`src/rtl/filter_ram_addr_gen.sv`:
```
// Filter RAM read-address generator: walks a KxK window over C channels and
// replays the whole filter R times, flagging row, pass and job boundaries.
module filter_ram_addr_gen #(
    parameter int ADDR_W = 8,
    parameter int K_W    = 3,
    parameter int CH_W   = 4,
    parameter int REP_W  = 8
) (
    input  logic              CLK,
    input  logic              RST,
    input  logic              START,
    input  logic              CLEAR,
    input  logic              EN,
    input  logic [ADDR_W-1:0] CFG_BASE,
    input  logic [K_W-1:0]    CFG_K,
    input  logic [CH_W-1:0]   CFG_CH,
    input  logic [ADDR_W-1:0] CFG_CH_STRIDE,
    input  logic [REP_W-1:0]  CFG_REP,
    output logic [ADDR_W-1:0] FILTER_RAM_ADDR,
    output logic              ADDR_VALID,
    output logic              ROW_LAST,
    output logic              PASS_LAST,
    output logic              DONE,
    output logic              BUSY
);

    typedef enum logic [0:0] {S_IDLE = 1'b0, S_RUN = 1'b1} state_t;

    localparam logic [K_W-1:0]   K_ONE   = K_W'(1);
    localparam logic [CH_W-1:0]  CH_ONE  = CH_W'(1);
    localparam logic [REP_W-1:0] REP_ONE = REP_W'(1);

    state_t r_state, w_state_nxt;

    logic [ADDR_W-1:0] r_base, r_stride, r_row_base, r_ch_base, r_addr;
    logic [K_W-1:0]    r_k, r_col, r_row;
    logic [CH_W-1:0]   r_c, r_ch;
    logic [REP_W-1:0]  r_rep, r_pass;
    logic              r_valid, r_row_last, r_pass_last, r_done;

    logic [ADDR_W-1:0] w_base_nxt, w_stride_nxt, w_row_base_nxt, w_ch_base_nxt, w_addr_nxt;
    logic [K_W-1:0]    w_k_nxt, w_col_nxt, w_row_nxt;
    logic [CH_W-1:0]   w_c_nxt, w_ch_nxt;
    logic [REP_W-1:0]  w_rep_nxt, w_pass_nxt;
    logic              w_valid_nxt, w_row_last_nxt, w_pass_last_nxt, w_done_nxt;

    logic [K_W-1:0]    w_k_in;
    logic [CH_W-1:0]   w_c_in;
    logic [REP_W-1:0]  w_rep_in;
    logic              w_col_end, w_row_end, w_ch_end, w_rep_end;

    // Zero-sized configs collapse to one so every counter has at least one step.
    assign w_k_in   = (CFG_K   == {K_W{1'b0}})   ? K_ONE   : CFG_K;
    assign w_c_in   = (CFG_CH  == {CH_W{1'b0}})  ? CH_ONE  : CFG_CH;
    assign w_rep_in = (CFG_REP == {REP_W{1'b0}}) ? REP_ONE : CFG_REP;

    assign w_col_end = (r_col  == r_k   - K_ONE);
    assign w_row_end = (r_row  == r_k   - K_ONE);
    assign w_ch_end  = (r_ch   == r_c   - CH_ONE);
    assign w_rep_end = (r_pass == r_rep - REP_ONE);

    // Next-state and next-output decode for the IDLE/RUN walk.
    always_comb begin
        w_state_nxt     = r_state;
        w_base_nxt      = r_base;
        w_stride_nxt    = r_stride;
        w_k_nxt         = r_k;
        w_c_nxt         = r_c;
        w_rep_nxt       = r_rep;
        w_col_nxt       = r_col;
        w_row_nxt       = r_row;
        w_ch_nxt        = r_ch;
        w_pass_nxt      = r_pass;
        w_row_base_nxt  = r_row_base;
        w_ch_base_nxt   = r_ch_base;
        w_addr_nxt      = r_addr;
        w_done_nxt      = 1'b0;
        w_valid_nxt     = 1'b0;
        w_row_last_nxt  = 1'b0;
        w_pass_last_nxt = 1'b0;
        case (r_state)
            S_IDLE: begin
                if (START) begin
                    w_state_nxt    = S_RUN;
                    w_base_nxt     = CFG_BASE;
                    w_stride_nxt   = CFG_CH_STRIDE;
                    w_k_nxt        = w_k_in;
                    w_c_nxt        = w_c_in;
                    w_rep_nxt      = w_rep_in;
                    w_col_nxt      = {K_W{1'b0}};
                    w_row_nxt      = {K_W{1'b0}};
                    w_ch_nxt       = {CH_W{1'b0}};
                    w_pass_nxt     = {REP_W{1'b0}};
                    w_row_base_nxt = CFG_BASE;
                    w_ch_base_nxt  = CFG_BASE;
                    w_addr_nxt     = CFG_BASE;
                end else begin
                    w_state_nxt = S_IDLE;
                end
            end
            S_RUN: begin
                if (!EN) begin
                    w_state_nxt = S_RUN;
                end else if (!w_col_end) begin
                    w_col_nxt  = r_col + K_ONE;
                    w_addr_nxt = r_addr + ADDR_W'(1);
                end else if (!w_row_end) begin
                    w_col_nxt      = {K_W{1'b0}};
                    w_row_nxt      = r_row + K_ONE;
                    w_row_base_nxt = r_row_base + ADDR_W'(r_k);
                    w_addr_nxt     = r_row_base + ADDR_W'(r_k);
                end else if (!w_ch_end) begin
                    w_col_nxt      = {K_W{1'b0}};
                    w_row_nxt      = {K_W{1'b0}};
                    w_ch_nxt       = r_ch + CH_ONE;
                    w_ch_base_nxt  = r_ch_base + r_stride;
                    w_row_base_nxt = r_ch_base + r_stride;
                    w_addr_nxt     = r_ch_base + r_stride;
                end else if (!w_rep_end) begin
                    w_col_nxt      = {K_W{1'b0}};
                    w_row_nxt      = {K_W{1'b0}};
                    w_ch_nxt       = {CH_W{1'b0}};
                    w_pass_nxt     = r_pass + REP_ONE;
                    w_ch_base_nxt  = r_base;
                    w_row_base_nxt = r_base;
                    w_addr_nxt     = r_base;
                end else begin
                    w_state_nxt = S_IDLE;
                    w_done_nxt  = 1'b1;
                end
            end
            default: begin
                w_state_nxt = S_IDLE;
            end
        endcase
        // Boundary flags describe the address that will be presented next.
        if (w_state_nxt == S_RUN) begin
            w_valid_nxt     = 1'b1;
            w_row_last_nxt  = (w_col_nxt == w_k_nxt - K_ONE);
            w_pass_last_nxt = (w_col_nxt == w_k_nxt - K_ONE) &&
                              (w_row_nxt == w_k_nxt - K_ONE) &&
                              (w_ch_nxt  == w_c_nxt - CH_ONE);
        end else begin
            w_valid_nxt     = 1'b0;
            w_row_last_nxt  = 1'b0;
            w_pass_last_nxt = 1'b0;
        end
    end

    // State register; reset and abort both land in IDLE.
    always_ff @(posedge CLK) begin
        if (RST || CLEAR) begin
            r_state <= S_IDLE;
        end else begin
            r_state <= w_state_nxt;
        end
    end

    // Counters, outputs and config; abort keeps the latched config.
    always_ff @(posedge CLK) begin
        if (RST) begin
            r_base      <= {ADDR_W{1'b0}};
            r_stride    <= {ADDR_W{1'b0}};
            r_k         <= {K_W{1'b0}};
            r_c         <= {CH_W{1'b0}};
            r_rep       <= {REP_W{1'b0}};
            r_col       <= {K_W{1'b0}};
            r_row       <= {K_W{1'b0}};
            r_ch        <= {CH_W{1'b0}};
            r_pass      <= {REP_W{1'b0}};
            r_row_base  <= {ADDR_W{1'b0}};
            r_ch_base   <= {ADDR_W{1'b0}};
            r_addr      <= {ADDR_W{1'b0}};
            r_valid     <= 1'b0;
            r_row_last  <= 1'b0;
            r_pass_last <= 1'b0;
            r_done      <= 1'b0;
        end else if (CLEAR) begin
            r_col       <= {K_W{1'b0}};
            r_row       <= {K_W{1'b0}};
            r_ch        <= {CH_W{1'b0}};
            r_pass      <= {REP_W{1'b0}};
            r_row_base  <= {ADDR_W{1'b0}};
            r_ch_base   <= {ADDR_W{1'b0}};
            r_addr      <= {ADDR_W{1'b0}};
            r_valid     <= 1'b0;
            r_row_last  <= 1'b0;
            r_pass_last <= 1'b0;
            r_done      <= 1'b0;
        end else begin
            r_base      <= w_base_nxt;
            r_stride    <= w_stride_nxt;
            r_k         <= w_k_nxt;
            r_c         <= w_c_nxt;
            r_rep       <= w_rep_nxt;
            r_col       <= w_col_nxt;
            r_row       <= w_row_nxt;
            r_ch        <= w_ch_nxt;
            r_pass      <= w_pass_nxt;
            r_row_base  <= w_row_base_nxt;
            r_ch_base   <= w_ch_base_nxt;
            r_addr      <= w_addr_nxt;
            r_valid     <= w_valid_nxt;
            r_row_last  <= w_row_last_nxt;
            r_pass_last <= w_pass_last_nxt;
            r_done      <= w_done_nxt;
        end
    end

    assign FILTER_RAM_ADDR = r_addr;
    assign ADDR_VALID      = r_valid;
    assign ROW_LAST        = r_row_last;
    assign PASS_LAST       = r_pass_last;
    assign DONE            = r_done;
    assign BUSY            = (r_state == S_RUN);

endmodule
```
`config.mk`:
```
export PLATFORM = sky130hd
export DESIGN_NAME = filter_ram_addr_gen
export DESIGN_NICKNAME = d
export VERILOG_FILES = /design/src/rtl/filter_ram_addr_gen.sv
export SDC_FILE = /design/constraint.sdc
export NUM_CORES = 1
export LEC_CHECK = 0
export ABC_AREA = 1
export CAP_MARGIN = 0
export CELL_PAD_IN_SITES_DETAIL_PLACEMENT = 1
export CELL_PAD_IN_SITES_GLOBAL_PLACEMENT = 1
export CORE_MARGIN = 2
export CORE_UTILIZATION = 37
export DETAILED_ROUTE_END_ITERATION = 10
export GPL_TIMING_DRIVEN = 0
export PLACE_DENSITY_LB_ADDON = 0.1
export SETUP_SLACK_MARGIN = 0.2
export SYNTH_ARGS = -nofsm -noshare
export SYNTH_HDL_FRONTEND = slang
export SYNTH_SLANG_ARGS = --single-unit
```
`constraint.sdc`:
```
create_clock -name CLK -period 2.1 [get_ports CLK]
set_input_delay 0.525 -clock CLK [delete_from_list [all_inputs] [get_ports CLK]]
set_output_delay 0.525 -clock CLK [all_outputs]
set_load 0.05 [all_outputs]
```
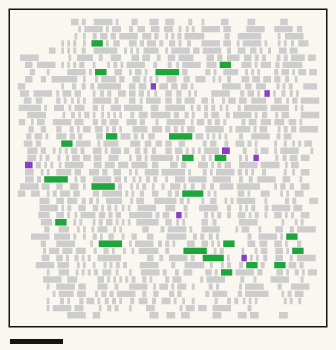
Run 1: logic cells by family
The bar under the picture is 20 um long.
Green shows fa/ha/maj cells, cells 22, most used ha_1, where spread over the die. Purple shows and/or cells, cells 7, most used or2_2.

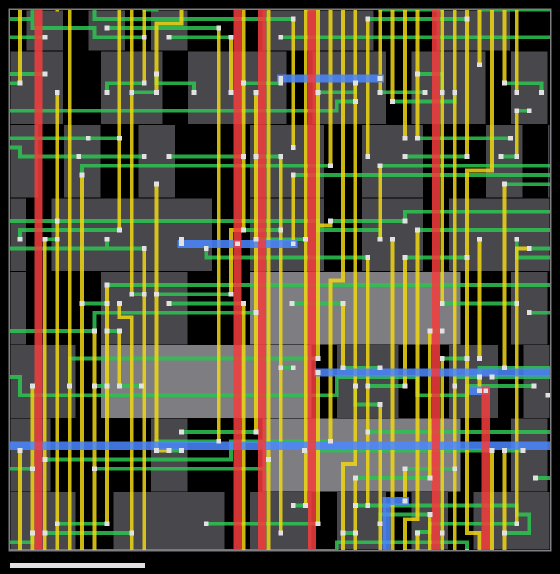
Run 1: close-up of the layout
The bar under the picture is 5 um long. Window x 50 to 70, y 74 to 94 um. Cells in gray, sequential cells in the stronger gray; small squares are vias.
Green shows M1. Red shows M4. Blue shows M3. Yellow shows M2.
Netlist names of flops here include r_row_base (2), r_c (1). 37 logic cells have their middle in the window. Most frequent: nand2_1 (6), inv_1 (4), buf_4 (4). Sequential cells in the window: 3.

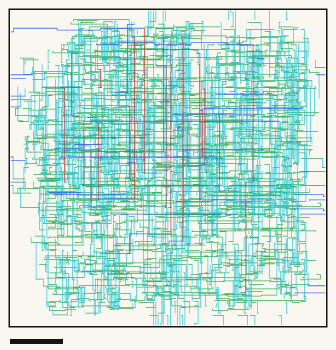
Run 1: metal layers overlaid
The bar under the picture is 20 um long.
Cyan shows M2, wire length 10,300 um. Green shows M1, wire length 8,310 um. Red shows M4, wire length 805 um. Blue shows M3, wire length 939 um.

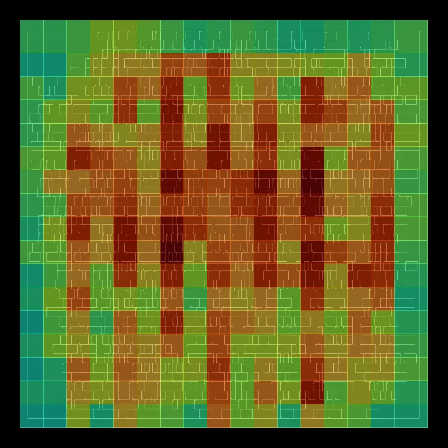
Run 1: congestion heat map
routed length per instance: 19.4 um
met1 Use GR: 0.328
gr busiest metal: met2

==> qor.yml, run 1 <==
report.final.slew_viol_count: 0
internal_power_uw: 2780
yosys.area_share.xor_xnor: 0.0474
ys_cells: 760
r2r-start: "r_c[0]$_SDFFE_PP0N_"
ir_worst_vdd_mv: 0.396
setup_viol: 35
cts_setup_buffers: 29
dr_wl_met2_um: 10300
fin_ws_ns: -0.322
crit_top_cell: "inv_4"
die-width_um: 120
instances_no_fill: 1052
num_rows: 42
nets: 930
critical-path-top-delay-family: "simple AND/OR/NAND/NOR gates"
synthFlopType: "dfxtp_1"
openroad.warnings: 29
edf_count: 0
syn_area_um2: 4990
topCellsByArea: "dfxtp_1 (31%), nand2_1 (13%), o21ai_0 (7.5%)"
dr_total_vias: 5704
yosys-stat-area_um2: 4990
p_total_uw: 4190
min-delay-start: "r_base[2]$_SDFFE_PP0P_"
most_common_cell: "nand2_1"
yosysWarnings: 0
path_cells: "inv_4 > ha_4 > or2_1 > nand3_2 > nand3b_1 > nor2_8 > nand4_4 > buf_6 > inv_4 > nand2_4 > nand2_8 > buf_8 > nand2_2 > nand2_1 > nor2_1"
fp_util: 0.378
grt_max_degree: 12
path_max_fanout: 6
critPathSlowestCell: "dfxtp_2"
synth_seq_share: 0.309
pre_cts_slack_ns: -0.949
die_y_um: 120
crit_path_end_kind: "register"
violations: "setup timing"
drive_above_1_share: 0.318
clock_power_share: 0.355
swShare: 0.335
cts_tree: "built"
fmax_mhz: 413
top_logic_kind: "simple AND/OR/NAND/NOR gates"
leakagePower_uw: 0.00303
fin_crit_sh: 1.15
post_cts_resized: 135
via_per_inst: 5.42
p_sw_uw: 1400
htreeDepth: 3
finalHoldViolations: 0
whs_ns: 0.460
nFillCells: 1638
route.detailed.drc: 0
mux_share: 0.00201
ys_ff: 77
clk_latency_ns: 0.36
powerClk_uw: 1490
syn_avg_cell_area_um2: 6.57
drtPass1Iterations: 4
dp_hpwl_um: 13100
seqPwrFrac: 0.379
place_inst: 984
clock_tree.root_cell: "clkbuf_16"
tightest_slew_ns: 0.691
clock-sinks: 77
maxSlewHeadroom: 0.534
sequentialPower_uw: 1590
grt_pass1_wl_um: 30500
numCtsBuffers: 9
largest_area_cell: "dfxtp_1"
drtIter0Drc: 266
rsz0062_at_grt: "true"
synthToLayoutAreaGrowth_pct: 45.8
core_area_um2: 13200
lay_top_cells: "nand2_1 (145), nor2_1 (73), dfxtp_1 (67), inv_1 (65), o21ai_0 (45)"
synth.top_cell.area_share: 0.309
startpoint_type: "register"
cp.arrival_ns: 2.67
ctsLongestPathBuffers: 2
drt-met1-wl_um: 8310
path_clk_slew_ns: 0.06
wl_met3_um: 938
power.density_nw_per_um2: 575
grt_util_all_layers: 0.274
hold_class: "reg2reg"
worstSetupStartpoint: "r_c[0]$_SDFFE_PP0N_"
postSynthCellCount: 760
gp_congestion: 0.874
antenna-diode-count: 0
largestPowerGroup: "sequential cells"
ys_sh_adder: 0.0581
synthAoiAreaFrac: 0.182
postPlaceCellArea_um2: 5830
top_cells_by_count: "nand2_1 (174), nor2_1 (93), inv_1 (79), dfxtp_1 (77), o21ai_0 (75)"
async_reset_ff_frac: 0
synth-simple-area-share: 0.316
cts_hold_buf: 0
cp.required_ns: 2.34
highest-signal-layer: "met4"
status: "complete, but fails checks"
synth_nets: 818
p_comb_uw: 1110
p_comb_frac: 0.265
use_met3: 0.0356
final_common_cell: "nand2_1"
chipArea_um2: 14400
grt_pass1_vias: 5989
critPathBufInv: 4
fin_area_um2: 7280
tns_ns: -8.70
setup.worst_path.class: "reg2reg"
numPortBuffers: 48
antenna_found_initial: 0
cap_violations: 0
yosysUniqueCellTypes: 45
fin_util: 0.552
overflow: 0
min_period_ns: 2.42
finalWirelength_um: 20400
antenna_left: 0
io_pins: 49
clock_skew_ns: 0.00768
crit_path_max_incr_delay_ns: 0.35
[run 1: final cells by class]
type,count,area (um2),area share
flip-flops and latches,77,1560,0.215
repair buffers,99,892,0.123
multi-input cells,576,3830,0.527
inverters,88,368,0.0506
clock inverters,2,10.0,0.00138
clock buffers,13,250,0.0344
plain buffers,21,140,0.0193
well taps,176,220,0.0303
[run 1: path summary, 6_finish.rpt]
path	endpoint	slack [ns]	cells after the start
setup / recovery	FILTER_RAM_ADDR[5]$_SDFFE_PP0P_	-0.32	15
hold / removal	r_base[2]$_SDFFE_PP0P_	0.46	2
setup reg to reg	FILTER_RAM_ADDR[5]$_SDFFE_PP0P_	-0.32	15
hold reg to reg	r_base[2]$_SDFFE_PP0P_	0.46	2
==> run 1 -> run 2 <==
--- a/config.mk
+++ b/config.mk
@@ -7,13 +7,11 @@
 export LEC_CHECK = 0
 export ABC_AREA = 1
 export CAP_MARGIN = 0
-export CELL_PAD_IN_SITES_DETAIL_PLACEMENT = 1
-export CELL_PAD_IN_SITES_GLOBAL_PLACEMENT = 1
 export CORE_MARGIN = 2
-export CORE_UTILIZATION = 37
+export CORE_UTILIZATION = 47
 export DETAILED_ROUTE_END_ITERATION = 10
 export GPL_TIMING_DRIVEN = 0
-export PLACE_DENSITY_LB_ADDON = 0.1
+export PLACE_DENSITY = 0.7
 export SETUP_SLACK_MARGIN = 0.2
 export SYNTH_ARGS = -nofsm -noshare
 export SYNTH_HDL_FRONTEND = slang
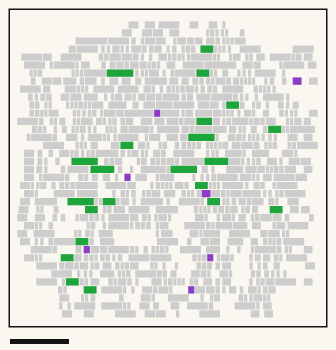
Run 2: logic cells by family
The bar under the picture is 20 um long.
Green shows fa/ha/maj cells, cells 22, most used ha_1. Purple shows and/or cells, cells 7, most used or2_2.

==> run 2 against run 1 <==
Effect of this change:
- clock skew increased by 0.011 ns
- utilization rose by 11 points
- synthesized cell count is the same
- largest power group unchanged
- area after synthesis unchanged
- critical path depth shrank 2
- combinational power shrank 9%
- routed wire length fell by 23%
- die size is 21% lower
- sequential cell count is the same
- total power fell by 6.9%
- register-to-register slack better by 0.08 ns
- the run still ends with setup timing left
- cell area decreased by 6.8%
- highest routed layer unchanged
==> qor.yml, run 2 <==
leakagePower_uw: 0.00288  # -4.7%
sequentialPower_uw: 1580  # about the same
antenna_left: 0  # unchanged
path_max_fanout: 5  # -1
path_clk_slew_ns: 0.09  # +0.03 ns
pre_cts_slack_ns: -0.814  # +0.135 ns
numCtsBuffers: 9  # unchanged
drive_above_1_share: 0.256  # -0.0627
hold_class: "reg2reg"
fin_area_um2: 6780  # -6.8%
post_cts_resized: 107  # -21%
tns_ns: -4.11  # +4.59 ns
fin_ws_ns: -0.240  # +0.0824 ns
critPathSlowestCell: "dfxtp_4"
grt_pass1_wl_um: 24600  # -19%
antenna-diode-count: 0  # unchanged
postPlaceCellArea_um2: 5780  # -0.86%
num_rows: 37  # -12%
setup.worst_path.class: "reg2reg"
grt_pass1_vias: 4973  # -17%
seq_cells: 77  # unchanged
cap_violations: 0  # unchanged
p_sw_uw: 1270  # -9.8%
cts_tree: "built"
dp_hpwl_um: 10700  # -18%
yosys-stat-area_um2: 4990  # unchanged
top_area_cell_class: "multi-input combinational cells"
inv_count: 88  # unchanged
largest_area_cell: "dfxtp_1"
ys_cells: 760  # unchanged
grt_max_degree: 14  # +2
cp.required_ns: 2.38  # +0.04 ns
postSynthCellCount: 760  # unchanged
final-seq-area_um2: 1560  # -0.32%
wl_per_cell_um: 15.8  # -19%
mux_share: 0.00201  # unchanged
htreeDepth: 3  # unchanged
ctsLongestPathBuffers: 2  # unchanged
finalWirelength_um: 15800  # -23%
final_common_cell: "nand2_1"
lay_top_cells: "nand2_1 (157), nor2_1 (82), dfxtp_1 (67), inv_1 (66), a21oi_1 (53)"
clock_power_share: 0.336  # -0.019
min_period_ns: 2.34  # -0.0824 ns
whs_ns: 0.469  # +0.00942 ns
edf_count: 0  # unchanged
ir_worst_vdd_mv: 0.312  # -21%
yosysUniqueCellTypes: 45  # unchanged
yosysWarnings: 0  # unchanged
most_common_cell: "nand2_1"
openroad.warnings: 29  # unchanged
clock_skew_ns: 0.0184  # +0.0107 ns
clock_area_frac: 0.0328  # -0.00293
syn_avg_cell_area_um2: 6.57  # unchanged
gp_congestion: 0.887  # +1.5%
finalHoldViolations: 0  # unchanged
report.final.slew_viol_count: 0  # unchanged
die_y_um: 107  # -11%
nMultiInputCombCells: 576  # unchanged
chipArea_um2: 11500  # -21%
use_met3: 0.0407  # +0.00508
drtPass1Iterations: 5  # +1
nets: 917  # -1.4%
numPortBuffers: 48  # unchanged
synth_seq_share: 0.309  # unchanged
swShare: 0.325  # -0.0106
drtIter0Drc: 540  # +100%
fin_crit_sh: 1.11  # -0.0393
synthAoiAreaFrac: 0.182  # unchanged
path_cells: "inv_4 > ha_4 > xnor2_2 > a21oi_2 > nand3_4 > nor2_4 > buf_6 > nand2_8 > buf_4 > a21oi_4 > buf_6 > nor2_1 > a311oi_1"
tightest_slew_ns: 0.713  # +0.0218 ns
p_total_uw: 3900  # -6.9%
rsz0062_at_grt: "true"
via_per_inst: 5.47  # +0.79%
setup_viol: 34  # -2.9%
yosys.area_share.xor_xnor: 0.0474  # unchanged
clockBufferCount: 10  # -3
crit_top_cell: "buf_6"
place_inst: 944  # -4.1%
die-width_um: 107  # -11%
synth-simple-area-share: 0.316  # unchanged
cts_hold_buf: 0  # unchanged
startpoint_type: "register"
fmax_mhz: 427  # +3.5%
syn_area_um2: 4990  # unchanged
top_usage_layer: "met2"
seqPwrFrac: 0.406  # +0.027
critPathBufInv: 4  # unchanged
power.density_nw_per_um2: 574  # -0.12%
comb_share: 0.525  # -0.00166
bufAreaShareNonClock: 0.135  # -0.00700
status: "complete, but fails checks"
instances_no_fill: 1000  # -4.9%
violations: "setup timing"
core_area_um2: 10300  # -22%
synthToLayoutAreaGrowth_pct: 35.9
overflow: 0  # unchanged
seq-cell-share: 0.230  # +0.0149
synth.top_cell.area_share: 0.309  # unchanged
largestPowerGroup: "sequential cells"
combGateArea_um2: 3560  # -7.1%
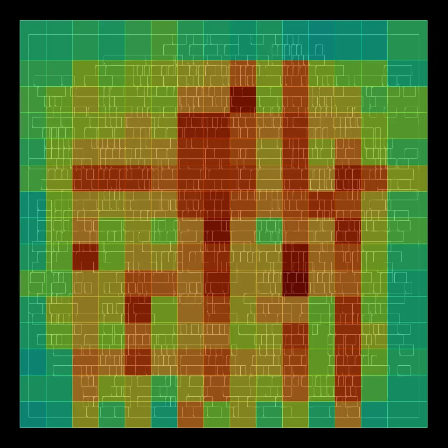
Run 2: congestion heat map
Final Core Density: 0.657
met1 Use GR: 0.356

[run 2: path summary, 6_finish.rpt]
check / from / depth (start not counted) / end / slack [ns]
setup / recovery: r_k[0]$_SDFFE_PP0N_ / 13 / r_ch_base[3]$_SDFFE_PP0P_ / -0.24
hold / removal: r_base[3]$_SDFFE_PP0P_ / 2 / r_base[3]$_SDFFE_PP0P_ / 0.47
setup reg to reg: r_k[0]$_SDFFE_PP0N_ / 13 / r_ch_base[3]$_SDFFE_PP0P_ / -0.24
hold reg to reg: r_base[3]$_SDFFE_PP0P_ / 2 / r_base[3]$_SDFFE_PP0P_ / 0.47
[run 2: metal layers]
metal	vias up	wire [um]
li1	2682	-
met1	2542	6780
met2	214	7610
met3	27	1030
met4	0	326
met5	-	0
Power figures rest on the tool's default switching activity, not on a simulated workload.
